`src/rtl/clk_sched_pkg.sv`:
```
// Shared types and constants for the clock-enable scheduler.
package clk_sched_pkg;

    localparam int DEFAULT_DIV_W = 16;

    typedef enum logic [1:0] {
        IDLE,
        ARM,
        RUN
    } sched_state_t;

endpackage

```
`src/rtl/clk_sched_channel.sv`:
```
// One tick channel: shadow/active divisor, counter and registered tick.
// Optional clk_sq toggle output when CLK_SCHED_SQUARE_EN is defined.
module clk_sched_channel
    import clk_sched_pkg::*;
#(
    parameter int DIV_W       = DEFAULT_DIV_W,
    parameter int DEFAULT_DIV = 10
) (
    input  logic             clk,
    input  logic             reset,
    input  logic             arm,
    input  logic             run,
    input  logic             wr_en,
    input  logic [DIV_W-1:0] wr_div,
    output logic             tick
`ifdef CLK_SCHED_SQUARE_EN
    ,
    output logic             clk_sq
`endif
);

    localparam logic [DIV_W-1:0] RST_DIV = DIV_W'(DEFAULT_DIV);
    localparam logic [DIV_W-1:0] ONE     = DIV_W'(1);

    logic [DIV_W-1:0] cnt_q, cnt_n;
    logic [DIV_W-1:0] div_q, div_n;
    logic [DIV_W-1:0] shadow_q, shadow_eff;
    logic             tick_n;

    // tick is a flop holding "next cycle's counter sits at div-1", so the
    // pulse lands in the same cycle the counter reads div-1.
    always_comb begin
        shadow_eff = wr_en ? wr_div : shadow_q;
        cnt_n      = '0;
        div_n      = div_q;
        if (arm) begin
            div_n = shadow_q;
        end else if (run) begin
            if (div_q == '0 || cnt_q == div_q - ONE) begin
                div_n = shadow_eff;
            end else begin
                cnt_n = cnt_q + ONE;
            end
        end
        tick_n = (arm || run) && (div_n != '0) && (cnt_n == div_n - ONE);
    end

    always_ff @(posedge clk or posedge reset) begin
        if (reset) begin
            cnt_q    <= '0;
            div_q    <= RST_DIV;
            shadow_q <= RST_DIV;
            tick     <= 1'b0;
        end else begin
            cnt_q <= cnt_n;
            div_q <= div_n;
            tick  <= tick_n;
            if (wr_en) begin
                shadow_q <= wr_div;
            end
        end
    end

`ifdef CLK_SCHED_SQUARE_EN
    always_ff @(posedge clk or posedge reset) begin
        if (reset) begin
            clk_sq <= 1'b0;
        end else if (!(arm || run)) begin
            clk_sq <= 1'b0;
        end else if (tick) begin
            clk_sq <= ~clk_sq;
        end
    end
`endif

endmodule

```
`src/rtl/clk_enable_scheduler.sv`:
```
// Multi-channel clock-enable scheduler: start/stop FSM, config decode, channel array.
// Define CLK_SCHED_SQUARE_EN to add the clk_sq square-wave outputs.
module clk_enable_scheduler
    import clk_sched_pkg::*;
#(
    parameter int   NUM_CH      = 4,
    parameter int   DIV_W       = DEFAULT_DIV_W,
    parameter int   DEFAULT_DIV = 10,
    localparam int  CH_W        = (NUM_CH > 1) ? $clog2(NUM_CH) : 1
) (
    input  logic              clk,
    input  logic              reset,
    input  logic              cfg_valid,
    output logic              cfg_ready,
    input  logic [CH_W-1:0]   cfg_ch,
    input  logic [DIV_W-1:0]  cfg_div,
    input  logic              start,
    input  logic              stop,
    output logic              running,
    output logic [NUM_CH-1:0] tick
`ifdef CLK_SCHED_SQUARE_EN
    ,
    output logic [NUM_CH-1:0] clk_sq
`endif
);

    sched_state_t state_q, state_n;
    logic         arm;
    logic         run_cont;
    logic         cfg_hs;

    always_ff @(posedge clk or posedge reset) begin
        if (reset) begin
            state_q <= IDLE;
        end else begin
            state_q <= state_n;
        end
    end

    // Channels see "RUN continues into next cycle" so a stop clears them on the same edge.
    always_comb begin
        state_n   = state_q;
        cfg_ready = 1'b1;
        running   = 1'b0;
        arm       = 1'b0;
        run_cont  = 1'b0;
        case (state_q)
            IDLE: begin
                if (start && !stop) begin
                    state_n = ARM;
                end
            end
            ARM: begin
                cfg_ready = 1'b0;
                arm       = 1'b1;
                state_n   = RUN;
            end
            RUN: begin
                running  = 1'b1;
                run_cont = !stop;
                if (stop) begin
                    state_n = IDLE;
                end
            end
            default: state_n = IDLE;
        endcase
    end

    assign cfg_hs = cfg_valid && cfg_ready;

    for (genvar i = 0; i < NUM_CH; i++) begin : g_ch
        localparam logic [CH_W-1:0] IDX = CH_W'(i);

        clk_sched_channel #(
            .DIV_W       (DIV_W),
            .DEFAULT_DIV (DEFAULT_DIV)
        ) u_ch (
            .clk    (clk),
            .reset  (reset),
            .arm    (arm),
            .run    (run_cont),
            .wr_en  (cfg_hs && (cfg_ch == IDX)),
            .wr_div (cfg_div),
            .tick   (tick[i])
`ifdef CLK_SCHED_SQUARE_EN
            ,
            .clk_sq (clk_sq[i])
`endif
        );
    end

endmodule

```
`config.mk`:
```
export PLATFORM = sky130hd
export DESIGN_NAME = clk_enable_scheduler
export DESIGN_NICKNAME = d
export VERILOG_FILES = /design/src/rtl/clk_sched_pkg.sv /design/src/rtl/clk_sched_channel.sv /design/src/rtl/clk_enable_scheduler.sv
export SDC_FILE = /design/constraint.sdc
export NUM_CORES = 1
export LEC_CHECK = 0
export CAP_MARGIN = 20
export CELL_PAD_IN_SITES_DETAIL_PLACEMENT = 2
export CELL_PAD_IN_SITES_GLOBAL_PLACEMENT = 2
export CORE_MARGIN = 4
export CORE_UTILIZATION = 25
export CTS_CLUSTER_SIZE = 40
export DETAILED_ROUTE_END_ITERATION = 8
export MAX_ROUTING_LAYER = met4
export PLACE_DENSITY = 0.62
export SETUP_SLACK_MARGIN = 0.3
export SYNTH_ARGS = -nofsm -noshare
export SYNTH_HDL_FRONTEND = slang
export SYNTH_SLANG_ARGS = --single-unit
```
`constraint.sdc`:
```
create_clock -name clk -period 6.9 [get_ports clk]
set_input_delay 1.725 -clock clk [delete_from_list [all_inputs] [get_ports clk]]
set_output_delay 1.725 -clock clk [all_outputs]
set_load 0.05 [all_outputs]
```
closeup.png
Bar = 10 um. Window x 102 to 142, y 53 to 93 um. Cells in grey, sequential cells in the stronger grey; small squares are vias.
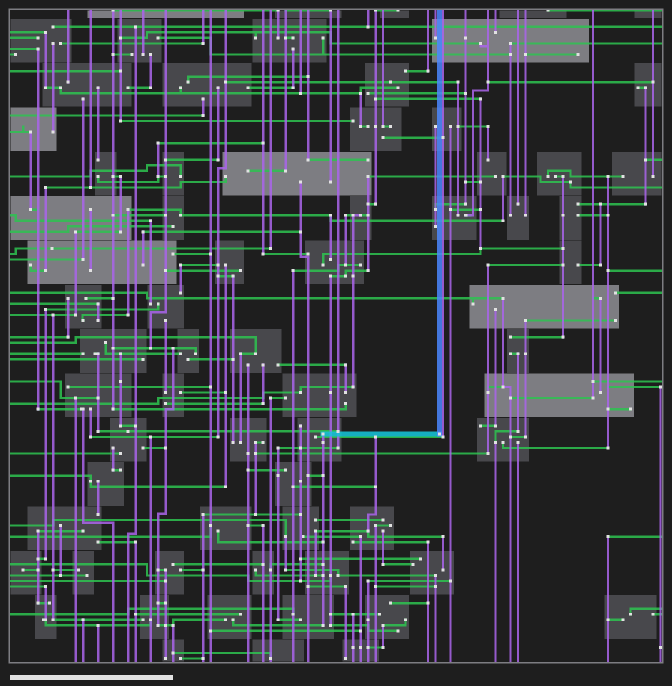
colour	layer
cyan	M3
purple	M2
green	M1
blue	M4
cells with their middle in the window	61
most frequent	nor2_1 (8), nand2_1 (4), dfrtp_1 (4)
netlist names of flops here include	g_ch.u_ch.div_q (2), g_ch.u_ch.shadow_q (2), state_q (2)
sequential cells in the window	6

congestion_map.png
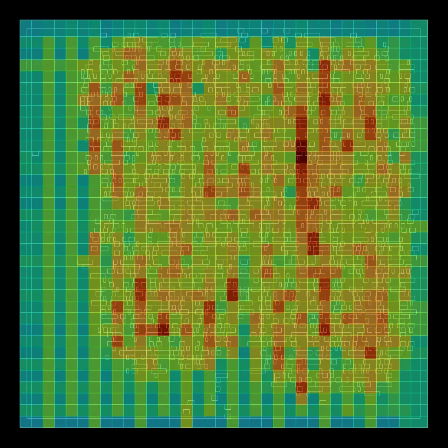
post-route core utilization: 0.285
GR Util met1: 0.236

sizing.png
Bar = 50 um.
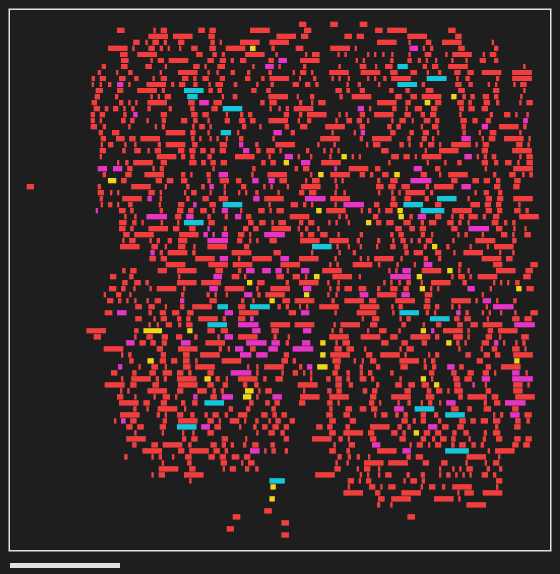
colour	size	cells	share
cyan	x6 and larger	24	1.5%
magenta	x2	108	6.7%
red	x1 and smaller	1446	89%
yellow	x3 and x4	38	2.4%
final instance area: 0.0157 mm^2
Non-clock buffers: 57

m1.png
Bar = 50 um. Supply wires on this layer in grey. Cells faint in the background.
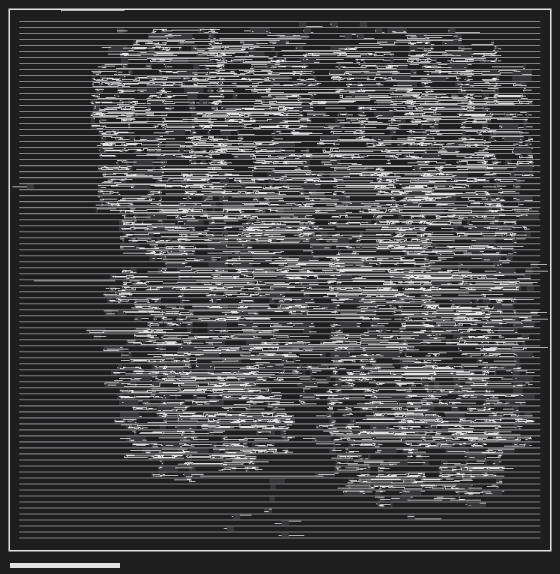
longest straight run	64.4 um
wire length on this layer	24.8 mm
nets with wire on the layer	1564
vias post-DR: 12200
WL final: 51600 um

==> out/qor.txt <==
Ys Warns -> 0
FF-to-FF path depth -> 15
vias in the first global route -> 13400
Setup Skew -> 0.00939 ns
logic area -> 0.00841 mm^2
Worst Path Class, Setup -> flip-flop to flip-flop
CP Capture Point -> g_ch[1].u_ch.tick
Post-layout nets -> 1643
Total Neg Setup Slack -> 0 ns
Tmin final -> 5.87 ns
GRT overflow -> 0
largest fanout on the critical path -> 8
first-pass GRT wire length -> 81600 um
CP Launch Type -> flip-flop
# rows -> 86
Worst Hold Path EP -> g_ch[1].u_ch.shadow_q[3]
sequential fraction of design power -> 0.365
Mapped Avg Cell Area -> 8.75 um^2
clock root cell -> clkbuf_16
Int Pwr -> 2.72 mW
Late-Pin Clk Latency -> 0.47 ns
Post-synth area hogs -> dfrtp_1 33%, xnor2_1 7.3%, xor2_1 5.5%, nand2_1 5.2%, mux2i_1 4.0%
max-slew violations -> 0
ANT nets after route -> 0
Hold Path Stages -> 2
reg2reg start -> g_ch[1].u_ch.div_q[0]
final RePlAce weighted congestion -> 0.822
gr busiest metal -> met2
Core Region -> 0.0552 mm^2
Max VDD drop -> 0.134 mV
flip-flops with a built-in enable -> 0
Gate power share -> 0.410
floorplan utilization -> 0.253
Post-synth top flop -> dfrtp_1
Highest Signal Layer -> met4
M3 GR Usage -> 0.0173
worst min-delay path startpoint -> g_ch[1].u_ch.shadow_q[3]
CTS hold repair buffers -> 0
sequential share of cell area -> 0.316
most frequent cells in the layout -> 192 x nand2_1, 182 x dfrtp_1, 149 x nor2_1, 116 x xnor2_1, 88 x xor2_1
DR pass1 iterations -> 6
RSZ-0062 raised after global routing -> no
Top cell excl fill/tap -> nand2_1
Total GRT Usage -> 0.178
Largest stage delay, worst path -> 0.80 ns
critical-path cell list -> inv_1, ha_1, or3b_1, nor3_1, xnor2_1, nor4_1, o2111ai_1, a211oi_1, o31a_1, nand3_1, nor4_1, nand2_1, xnor2_1, a2111oi_0, o211a_1
R2R Path End -> g_ch[1].u_ch.tick
Sw Pwr -> 2.01 mW
CP Depth -> 15
Sink Count -> 198
outcome -> finished clean
max cap viols -> 0
# setup viols final -> 0
clk slew on worst S/H paths -> 0.07 ns
yosys stat cell total -> 1599
WP buf/inv -> 1
post_cts resized -> 0
Setup Buffers After CTS -> 0
Synthesized registers -> 198
Logic Gate Count -> 1250
post-synthesis net count -> 1638
Non-Filler Instances -> 2364
I/O pin total -> 29
yosys stat area -> 0.0140 mm^2
CLK BUF -> 23
share of cells above drive strength 1 -> 0.105
register share after synthesis -> 0.356
DP HPWL -> 39200 um
grt met2 use -> 0.299
logic share of the area -> 0.535
CTS Buffer Depth -> 2
Max-area cell share -> 0.326
arrival time at the worst endpoint -> 6.27 ns
total die size -> 0.0598 mm^2
Fillers -> 6222
antenna cell count -> 0
Post-Syn Area -> 0.0140 mm^2
worst path required time -> 7.30 ns
Die Span Y -> 245 um
routed len/inst -> 21.8 um
CTS HTree Levels -> 4
Via density -> 5.18
[power by group through the flow]
stage	Combinational (mW)	Sequential (mW)	Clock (mW)
6_report	1.94	1.73	1.06
5_1_grt	2.15	1.77	1.15
4_1_cts	1.95	1.73	1.10
3_5_place_dp	1.94	1.75	0
3_3_place_gp	1.87	1.74	0
2_1_floorplan	1.47	1.55	0
[kinds of logic (layout without fill, tap and decap cells)]
| family | count (synthesis) | in the layout | synth area share |
|---|---|---|---|
| AND-OR/OR-AND | 276 | 276 | 0.145 |
| XOR/XNOR | 204 | 204 | 0.128 |
| adder cells (fa/ha/maj) | 16 | 16 | 0.0143 |
| buffers and inverters | 151 | 168 | 0.0442 |
| flip-flops | 198 | 198 | 0.356 |
| multiplexers | 90 | 90 | 0.0674 |
| AND/OR/NAND/NOR | 664 | 664 | 0.246 |
[worst min-delay path, cell delays in order, from the launching register on]
cell and delay, ns:
dfstp_2 0.37, nand2_1 0.05, nand2_1 0.05
[stage by stage]
stage	setup slack, ns	instance area [um^2]
6_report	1.03	15700
5_1_grt	0.533	15700
4_1_cts	1.07	15700
3_5_place_dp	0.851	15100
3_3_place_gp	1.01	15100
2_1_floorplan	1.57	14000
[synth_stat cells, types with 20 or more instances]
cell type and n:
mux2_2 33, mux2i_1 56, nand2_1 192, nor4_1 23, nand3_1 71, nor3_1 34, xnor2_1 116, inv_1 76
dfrtp_1 182, o21ai_0 37, clkbuf_1 51, xor2_1 88, nor2_1 149, a21oi_1 34, nand4_1 31, o31ai_1 20
[flip-flops by register name (all words and copies together) (netlist names)]
signal	count
g_ch.u_ch.shadow_q	64
g_ch.u_ch.div_q	64
g_ch.u_ch.cnt_q	64
state_q	2
g_ch.u_ch.tick	4
Power and IR drop assume default switching activity.
